Signal wires on met3:
(3 px per um)
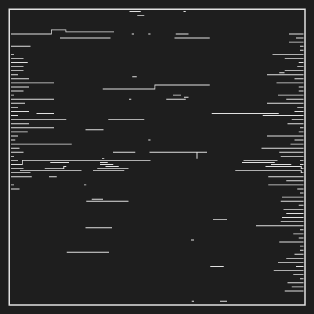
M2 wires:
(3 px per um)
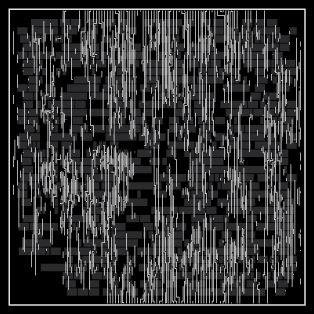
Drive-strength map:
(4 px per um)
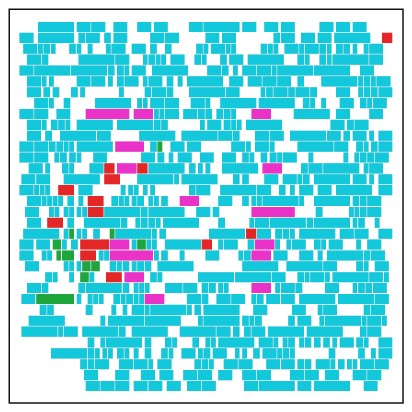
Gate families picked out:
(4 px per um)
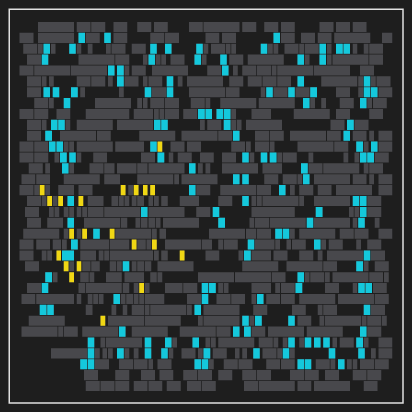
$ cat src/rtl/fb_write_arbiter.sv
// fb_write_arbiter: shares the frame-buffer write port between the
// pattern generator (0) and live video (1), round-robin with bounded bursts.
module fb_write_arbiter #(
  parameter int ADDR_W    = 19,
  parameter int DATA_W    = 48,
  parameter int MAX_BURST = 16
) (
  input  logic              clk24,
  input  logic              rst_n,
  input  logic              en0,
  input  logic              en1,
  input  logic              s0_valid,
  input  logic              s1_valid,
  input  logic [ADDR_W-1:0] s0_addr,
  input  logic [ADDR_W-1:0] s1_addr,
  input  logic [DATA_W-1:0] s0_data,
  input  logic [DATA_W-1:0] s1_data,
  output logic              s0_ready,
  output logic              s1_ready,
  output logic [ADDR_W-1:0] mem_addr,
  output logic [DATA_W-1:0] mem_dout,
  output logic              mem_we,
  output logic [1:0]        grant
);

  typedef enum logic [1:0] {
    IDLE = 2'd0,
    GNT0 = 2'd1,
    GNT1 = 2'd2
  } state_t;

  localparam logic [7:0] LAST_BEAT = 8'(MAX_BURST - 1);

  state_t     state;
  state_t     nxt;
  logic [7:0] cnt;
  logic       last;

  logic req0;
  logic req1;
  logic xfer0;
  logic xfer1;
  logic own_xfer;
  logic own_req;
  logic oth_req;
  logic at_limit;
  logic keep;
  logic enter;

  assign req0 = s0_valid & en0;
  assign req1 = s1_valid & en1;

  // ready depends only on the state register and the enable
  assign s0_ready = (state == GNT0) & en0;
  assign s1_ready = (state == GNT1) & en1;

  assign xfer0 = s0_valid & s0_ready;
  assign xfer1 = s1_valid & s1_ready;

  assign grant = {state == GNT1, state == GNT0};

  // at most one source can be ready, so any transfer is the owner's
  assign own_xfer = xfer0 | xfer1;
  assign own_req  = (state == GNT1) ? req1 : req0;
  assign oth_req  = (state == GNT1) ? req0 : req1;
  assign at_limit = own_xfer & (cnt == LAST_BEAT);
  assign keep     = own_xfer & ~at_limit;

  // a fresh grant clears the beat counter, including burst re-entry
  assign enter = (nxt != IDLE) & ~keep;

  // choose the next owner: stay mid-burst, else hand over, else re-enter
  always_comb begin
    nxt = IDLE;
    if (state == IDLE) begin
      if (req0 & req1) begin
        nxt = last ? GNT0 : GNT1;
      end else if (req0) begin
        nxt = GNT0;
      end else if (req1) begin
        nxt = GNT1;
      end
    end else if (keep) begin
      nxt = state;
    end else if (oth_req) begin
      nxt = (state == GNT0) ? GNT1 : GNT0;
    end else if (at_limit & own_req) begin
      nxt = state;
    end
  end

  // arbitration state, beat counter and round-robin pointer
  always_ff @(posedge clk24 or negedge rst_n) begin
    if (!rst_n) begin
      state <= IDLE;
      cnt   <= 8'd0;
      last  <= 1'b1;
    end else begin
      state <= nxt;
      if (enter) begin
        cnt  <= 8'd0;
        last <= (nxt == GNT1);
      end else if (keep) begin
        cnt <= cnt + 8'd1;
      end
    end
  end

  // registered write port; address and data hold between writes
  always_ff @(posedge clk24 or negedge rst_n) begin
    if (!rst_n) begin
      mem_we   <= 1'b0;
      mem_addr <= '0;
      mem_dout <= '0;
    end else begin
      mem_we <= xfer0 | xfer1;
      if (xfer0) begin
        mem_addr <= s0_addr;
        mem_dout <= s0_data;
      end else if (xfer1) begin
        mem_addr <= s1_addr;
        mem_dout <= s1_data;
      end
    end
  end

endmodule

$ cat config.mk
export PLATFORM = sky130hd
export DESIGN_NAME = fb_write_arbiter
export DESIGN_NICKNAME = d
export VERILOG_FILES = /design/src/rtl/fb_write_arbiter.sv
export SDC_FILE = /design/constraint.sdc
export NUM_CORES = 1
export LEC_CHECK = 0
export ABC_AREA = 1
export CORE_MARGIN = 2
export CORE_UTILIZATION = 43
export CTS_BUF_LIST = sky130_fd_sc_hd__clkbuf_8
export DETAILED_ROUTE_END_ITERATION = 6
export PLACE_DENSITY_LB_ADDON = 0.05
export SLEW_MARGIN = 10
export SYNTH_ARGS = -nofsm -noshare
export SYNTH_HDL_FRONTEND = slang
export SYNTH_SLANG_ARGS = --single-unit
$ cat constraint.sdc
create_clock -name clk24 -period 3.31 [get_ports clk24]
set_input_delay 0.8275 -clock clk24 [delete_from_list [all_inputs] [get_ports clk24]]
set_output_delay 0.8275 -clock clk24 [all_outputs]
set_load 0.01 [all_outputs]
==> commit_impl_results.txt <==
Store results of the implementation flow

- The clock net in this run drives a total of 79 sinks.
- Final hold slack: 0.486 ns
- Sequential share of the synthesized area: 52.0%
* Crit path buf inv count: 3
- Library cell with the largest summed area after synthesis: dfrtp_1
* Synthesized netlist cell count: 477
- Post-layout minimum cycle time: 2.82 ns
- Antenna violations before repair: 0
- For the worst setup path, the data required time is 2.48 ns.
- After floorplanning, the core was sized to cover 0.00864 mm^2.
* Starting DRC count in detailed routing: 141
* Post-Layout Inst Area: 0.00620 mm^2
- Before placement the cells fill 44.1% of the core.
- Measured on the final layout, the clock distribution area share stands at 3.95%.
- Clock buffer instance count of the final layout: 11
- Per the breakdown, switching nets consume 33.0% of all power.
* TritonCTS clock tree: yes
* Final cell count without fillers: 788
- Most common logic cell in the routed design: clkdlybuf4s50_1
- Per the area breakdown, the dominant cell category is buffers.
* Crit-path max FO: 2
* Critical path's most frequent cell: clkdlybuf4s50_1
- Measured along the y axis, the die boundary spans 98.1 um.
* Master of the slowest instance on the critical path: clkdlybuf4s50_1
- In this run the most critical hold path is launched from last.
* Yosys warning count: 0
* Final core utilization: 71.8%
* Maximum number of pins on one net before global-route repair: 80
* Multi-input gate share of total cell area: 25.9%
- The first global-routing pass estimated 20200 um of wire.
* Most frequent cells in the layout: clkdlybuf4s50_1 (210), nand2_1 (93), nor2_1 (83)
- The total overflow left after global routing is 0.
* Wire per inst: 15.6 um
- The mapped netlist covers 0.00381 mm^2.
* Status: completed
- Clock slew at reported path FFs: 0.08 ns
- Total placed cells including tap cells: 773
- The clock reaches the later pin of the worst-skew pair after 0.35 ns.
- In the finished design the tool counted flip-flops and latches totalling 79.
- After synthesis, the largest family of logic cells by area is simple AND/OR/NAND/NOR gates.
- Clock H-tree levels: 3
- Non-clock buffering overhead in the final layout: 34.8%
* Clock network fraction of total power: 19.0%
- Depth of the most critical reg-to-reg path: 10
- In the final report, the number of endpoints failing setup comes to 0.
- Setup_tns: 0 ns
- Flip-flops with a built-in enable: 0
- Top flip-flop cell by instance count after synthesis: dfrtp_1
- The path class of the tightest hold or removal check is flip-flop to flip-flop.
- Total Power Consumption: 0.00465 W
- CTS Buf Count: 9
- Number of nets at floorplan: 618
* Largest Pwr Group: combinational logic
* Seq. pwr: 0.00166 W
- In the synthesized netlist, the cells that appear most often are nand2_1 (93), nor2_1 (83), dfrtp_1 (78).
- Per the final report, max-transition violations number 0.
- The flow inserted 108 tap cells.
- For reference, full adder, half adder and majority cells occupy 0.329% of the area reported after synthesis.
* Delay of the slowest cell on the worst path: 0.54 ns
- Proportion of layout cells with a drive suffix above 1: 5.74%
* Mean Syn Cell Area: 7.98 um^2
* Sequence of cells on the critical path: clkdlybuf4s50_1 -> inv_1 -> nor2_1 -> clkdlybuf4s50_1
- Post-CTS setup-driven buffer insertion count: 0
* First-pass iteration count of the detailed router: 5
- All stages included, the depth of the critical timing path comes to 4.
* Async set-or-reset flop fraction in the synthesized netlist: 100%
- In this run the horizontal extent of the chip is 98.1 um.
* Part of the cycle the worst path needs: 85.1%
- Critical path endpoint category: output pin
* Post-CTS resize count: 0
- Flops after synth: 79
* Main area contributors after synthesis: dfrtp_1 (51%), a21oi_1 (9.2%), nand2_1 (9.2%)
- Critical path startpoint: en0
* Peak VDD IR: 394 uV
- Looking at the max-slew report, the worst-margin pin has a slew of 0.994 ns.
- Relative slew slack: 33.7%
* FF/Latch Area: 0.00198 mm^2
- The detailed router put a total of 5040 um of wire on met1.
* Most flops, register: mem_dout
* Aggregate global-route resource usage: 26.1%
* Number of cells on the worst hold path: 2
* Crit path max-delay family: buffers and inverters
-- 'signal wires on met3' (at the start) --
The layer holds 7.5% of the routed length. The longest straight run is 42.5 um. 124 nets have wire on it.

-- 'M2 wires' (at the start) --
The layer carries 6060 um of wire. The wires run mostly vertical. The layer holds 49% of the routed length. 669 nets have wire on it.
met2 Track Usage GR: 43.4%
count of vias placed by the detailed router: 4048
aggregate routed wire length: 12300 um

-- 'drive-strength map' (at the start) --
Key: _0 and _1 cells = cyan [cells 641, share 94%]; _3 and _4 cells = red [cells 13, share 1.9%]; _2 cells = green [cells 11, share 1.6%]; _6 and larger = magenta [cells 15, share 2.2%]

-- 'gate families picked out' (at the start) --
Key: inverting AOI/OAI gates = cyan [cells 142, where spread over the die]; inverters = yellow [cells 21, where west]

Power and IR drop assume default switching activity.
